==> config.mk <==
export PLATFORM = sky130hd
export DESIGN_NAME = standoff_round_ctrl
export DESIGN_NICKNAME = d
export VERILOG_FILES = /design/src/rtl/standoff_round_ctrl.sv
export SDC_FILE = /design/constraint.sdc
export NUM_CORES = 1
export LEC_CHECK = 0
export CORE_ASPECT_RATIO = 0.5
export CORE_MARGIN = 2
export CORE_UTILIZATION = 50
export CTS_CLUSTER_DIAMETER = 120
export CTS_CLUSTER_SIZE = 16
export DETAILED_ROUTE_END_ITERATION = 10
export HOLD_SLACK_MARGIN = 0.05
export PLACE_DENSITY_LB_ADDON = 0.1
export SLEW_MARGIN = 0
export SYNTH_ARGS = -nofsm -noshare
export SYNTH_HDL_FRONTEND = slang
export SYNTH_SLANG_ARGS = --single-unit
export TNS_END_PERCENT = 20
==> constraint.sdc <==
create_clock -name clk -period 2.4 [get_ports clk]
set_input_delay 0.36 -clock clk [delete_from_list [all_inputs] [get_ports clk]]
set_output_delay 0.36 -clock clk [all_outputs]
set_load 0.01 [all_outputs]
==> src/rtl/standoff_round_ctrl.sv <==
// standoff_round_ctrl
//   Round sequencer feeding the outcome calculator. A start request runs a
//   NUM_BEATS-beat countdown of TICK_CYCLES clocks per beat. During the
//   countdown each player may lock one one-hot move. The two moves are then
//   revealed together with a one-cycle choice_valid pulse. Moves read as zero
//   until the reveal, so neither player can see the other's choice early.
//
// Ports
//   clk           in   system clock, rising edge
//   rst_n         in   asynchronous active-low reset
//   start         in   begin a round (level, honoured in IDLE and DONE only)
//   p1_btn[3:0]   in   player 1 move buttons, debounced, one-hot intent
//   p2_btn[3:0]   in   player 2 move buttons
//   p1_choice     out  revealed player 1 move, 0 while hidden
//   p2_choice     out  revealed player 2 move, 0 while hidden
//   choice_valid  out  one-cycle pulse on the first reveal cycle
//   p1_locked     out  player 1 has locked a move this round
//   p2_locked     out  player 2 has locked a move this round
//   beats_left    out  remaining countdown beats, for the display
//   busy          out  high while the round is in COUNT or REVEAL
module standoff_round_ctrl #(
    parameter int unsigned TICK_CYCLES    = 50_000_000,
    parameter int unsigned NUM_BEATS      = 3,
    parameter logic [3:0]  DEFAULT_CHOICE = 4'b0001
) (
    input  logic       clk,
    input  logic       rst_n,
    input  logic       start,
    input  logic [3:0] p1_btn,
    input  logic [3:0] p2_btn,
    output logic [3:0] p1_choice,
    output logic [3:0] p2_choice,
    output logic       choice_valid,
    output logic       p1_locked,
    output logic       p2_locked,
    output logic [3:0] beats_left,
    output logic       busy
);

    localparam int unsigned TW         = (TICK_CYCLES > 2) ? $clog2(TICK_CYCLES) : 1;
    localparam logic [TW-1:0] TICK_LAST  = TW'(TICK_CYCLES - 1);
    localparam logic [3:0]    BEATS_INIT = 4'(NUM_BEATS);

    typedef enum logic [1:0] {
        IDLE   = 2'd0,
        COUNT  = 2'd1,
        REVEAL = 2'd2,
        DONE   = 2'd3
    } state_t;

    state_t        state;
    logic [TW-1:0] tick_cnt;
    logic [3:0]    p1_lock_reg;
    logic [3:0]    p2_lock_reg;
    logic          p1_onehot;
    logic          p2_onehot;

    // Exactly one bit set: non-zero and clearing the lowest set bit leaves zero.
    assign p1_onehot = (p1_btn != 4'd0) && ((p1_btn & (p1_btn - 4'd1)) == 4'd0);
    assign p2_onehot = (p2_btn != 4'd0) && ((p2_btn & (p2_btn - 4'd1)) == 4'd0);

    always_ff @(posedge clk or negedge rst_n) begin
        if (!rst_n) begin
            state        <= IDLE;
            tick_cnt     <= '0;
            p1_lock_reg  <= '0;
            p2_lock_reg  <= '0;
            p1_choice    <= '0;
            p2_choice    <= '0;
            choice_valid <= 1'b0;
            p1_locked    <= 1'b0;
            p2_locked    <= 1'b0;
            beats_left   <= '0;
            busy         <= 1'b0;
        end else begin
            case (state)
                IDLE, DONE: begin
                    choice_valid <= 1'b0;
                    if (start) begin
                        state       <= COUNT;
                        beats_left  <= BEATS_INIT;
                        tick_cnt    <= '0;
                        p1_locked   <= 1'b0;
                        p2_locked   <= 1'b0;
                        p1_lock_reg <= '0;
                        p2_lock_reg <= '0;
                        p1_choice   <= '0;
                        p2_choice   <= '0;
                        busy        <= 1'b1;
                    end
                end

                COUNT: begin
                    // Locks are taken on every COUNT cycle, the final one included.
                    if (!p1_locked && p1_onehot) begin
                        p1_locked   <= 1'b1;
                        p1_lock_reg <= p1_btn;
                    end
                    if (!p2_locked && p2_onehot) begin
                        p2_locked   <= 1'b1;
                        p2_lock_reg <= p2_btn;
                    end

                    if (tick_cnt == TICK_LAST) begin
                        tick_cnt <= '0;
                        if (beats_left == 4'd1) begin
                            state      <= REVEAL;
                            beats_left <= '0;
                        end else begin
                            beats_left <= beats_left - 4'd1;
                        end
                    end else begin
                        tick_cnt <= tick_cnt + 1'b1;
                    end
                end

                REVEAL: begin
                    state        <= DONE;
                    choice_valid <= 1'b1;
                    busy         <= 1'b0;
                    p1_choice    <= p1_locked ? p1_lock_reg : DEFAULT_CHOICE;
                    p2_choice    <= p2_locked ? p2_lock_reg : DEFAULT_CHOICE;
                end

                default: state <= IDLE;
            endcase
        end
    end

endmodule

==> run_1/floorplan.png <==
The bar under the picture is 20 um long. Pins as bars on the die edge. Tap cells in grey.
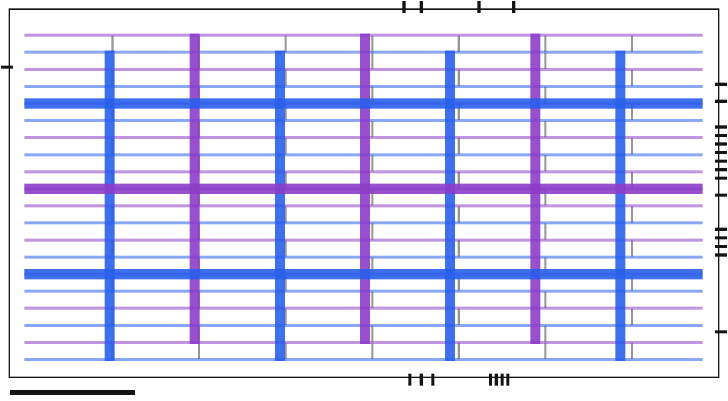
| net | colour |
|---|---|
| VSS | blue |
| VDD | purple |
met5 straps: 3
rows: 19
Core Region: 0.00559 mm^2
worst vdd ir: 0.575 mV
die y size: 58.4 um

==> run_1/class_map.png <==
The bar under the picture is 20 um long.
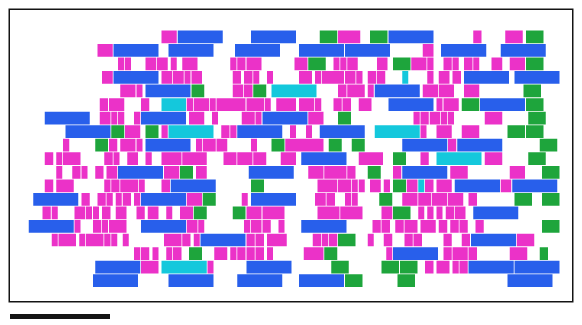
| class | colour | cells |
|---|---|---|
| remaining buffers and delay cells | green | 46 |
| clock drivers and dummy loads | cyan | 8 |
| registers | blue | 52 |
| remaining logic cells | magenta | 257 |

==> changes_impl.md, run 1 <==
## Implementation

- Critical path endpoint: tick_cnt[24]$_DFFE_PN0P_
- CP Launch Point: tick_cnt[9]$_DFFE_PN0P_
- GR Util All Layers: 21.5%
- Status: complete, no violations
- Registers: roughly 52
- R2R Setup Slk: 130 ps
- Ys async rst share: 100%
- Most numerous logic cell after layout: dfrtp_1
- Synth Flop Type: dfrtp_1
- Post-CTS resize count: 1
- Top Layout Cells: dfrtp_1, nor2_1, nand2_1, o21ai_0, clkdlybuf4s50_1
- PD cells: 915 mW/mm^2
- Reg-to-reg endpoint: tick_cnt[24]$_DFFE_PN0P_
- Gr ovfl total: 0
- Vias per cell: 5.85
- Part of the power in registers: 36.9%
- # placed instances: 428
- Crit path depth: 5
- Die outline width: 113 um
- And+or+nand+nor area frac: 21.6%
- Pint: 1980 uW
- I/O Pins: 27
- Dominant kind of cell: logic gates
- Share of cells above drive strength 1: 10.7%
- Clk cell area share: under 10%
- Area Overhead vs Synth: 19.0%
- Count leader, synth: dfrtp_1
- Most instantiated cells after synthesis: dfrtp_1, nor2_1, nand2_1, o21ai_0
- Seq. pwr: 1190 uW
- Cell leakage power: 0.00150 uW
- Pre-Repair DR Iteration Count: 4
- Cells after Synth: 328
- Crit-path slowest cell: or4b_4
- HPWL Detailed: 4910 um
- Synth warn: 0
- Clk_lat worst skew: 290 ps
- Final Wtd Congestion: ~0.88
- Mean Syn Cell Area: 9.03 um^2
- Placed Area: 0.00337 mm^2
- Worst Path Max Fanout: 9
- Syn Nets: 345
- Post-Synth AOI/OAI Area: 19.1%
- Largest stage delay, worst path: 620 ps
- Top sig layer: met4
- Storage element area: 0.00130 mm^2
- Max-Cap Viols: 0
- Synth Cell Area: 0.00296 mm^2
- Hold Fails Final Rpt: 0
- Met3 usage: 4.74%
- Vias in the first global route: 2,459
==> run_1/clock_wires.png <==
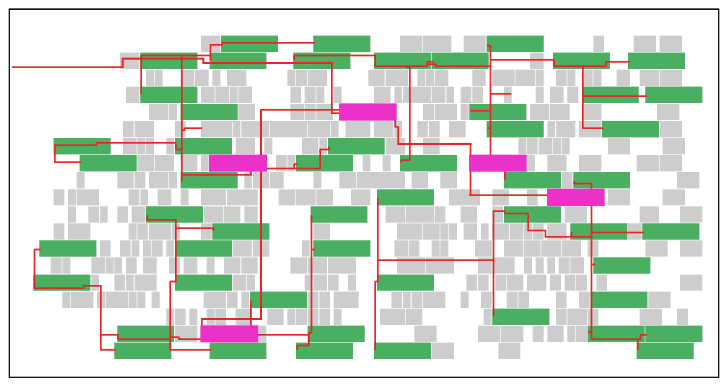
[clock-net drivers] magenta | count: 5
[flip-flops] green | count: 52
[clock wires] red | length: 689 um
routed clock nets: 6
flops lie: widely spread

==> run 2: changes to the inputs <==
CTS_CLUSTER_DIAMETER = default   (was 120)
REMOVE_ABC_BUFFERS = 1   (was default)
==> run_2/class_map.png <==
The bar under the picture is 20 um long.
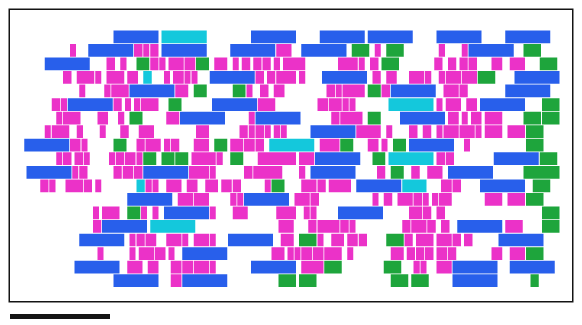
| class | colour | cells |
|---|---|---|
| registers | blue | 52 |
| clock drivers and dummy loads | cyan | 8 |
| remaining buffers and delay cells | green | 47 |
| remaining logic cells | magenta | 257 |

==> changes_impl.md, run 2 <==
## Implementation

- Status: complete, no violations (unchanged)
- And+or+nand+nor area frac: 21.6% (unchanged)
- Cells after Synth: 328 (unchanged)
- # placed instances: 429 (was 428)
- CP Launch Point: tick_cnt[0]$_DFFE_PN0P_ (was tick_cnt[9]$_DFFE_PN0P_)
- Top sig layer: met4 (unchanged)
- HPWL Detailed: 4730 um (was 4910 um)
- Critical path endpoint: tick_cnt[21]$_DFFE_PN0P_ (was tick_cnt[24]$_DFFE_PN0P_)
- Met3 usage: 4.53% (was 4.74%)
- Storage element area: 0.00130 mm^2 (unchanged)
- Ys async rst share: 100% (unchanged)
- Die y size: 58.4 um (unchanged)
- Reg-to-reg endpoint: tick_cnt[21]$_DFFE_PN0P_ (was tick_cnt[24]$_DFFE_PN0P_)
- Count leader, synth: dfrtp_1 (unchanged)
- Clk cell area share: 4.20% (was 4.15%)
- Synth Cell Area: 0.00296 mm^2 (unchanged)
- Synth warn: 0 (unchanged)
- I/O Pins: 27 (unchanged)
- Max-Cap Viols: 0 (unchanged)
- Seq. pwr: 1190 uW (about the same)
- Crit-path slowest cell: or4_1 (was or4b_4)
- PD cells: 914 mW/mm^2 (was 915 mW/mm^2)
- GR Util All Layers: 21.7% (was 21.5%)
- Most numerous logic cell after layout: dfrtp_1 (unchanged)
- Gr ovfl total: 0 (unchanged)
- Most instantiated cells after synthesis: dfrtp_1, nor2_1, nand2_1, o21ai_0 (unchanged)
- Top logic family: simple AND/OR/NAND/NOR gates (unchanged)
- Share of cells above drive strength 1: 11.5% (was 10.7%)
- Crit path depth: 6 (was 5)
- Sw frac: 38.9% (was 38.4%)
- Core Region: 0.00559 mm^2 (unchanged)
- Pre-Repair DR Iteration Count: 5 (was 4)
- Post-Synth AOI/OAI Area: 19.1% (unchanged)
- Top Layout Cells: dfrtp_1, nor2_1, nand2_1, o21ai_0, clkdlybuf4s50_1 (unchanged)
- Clk_lat worst skew: 290 ps (about the same)
- Vias per cell: 5.87 (was 5.85)
- Synth Flop Type: dfrtp_1 (unchanged)
- Die outline width: 113 um (unchanged)
- Hold Fails Final Rpt: 0 (unchanged)
- Largest stage delay, worst path: 690 ps (was 620 ps)
- Placed Area: 0.00339 mm^2 (was 0.00337 mm^2)
- Part of the power in registers: 36.8% (was 36.9%)
No activity file was given, so power comes from the tool's default toggle rates.
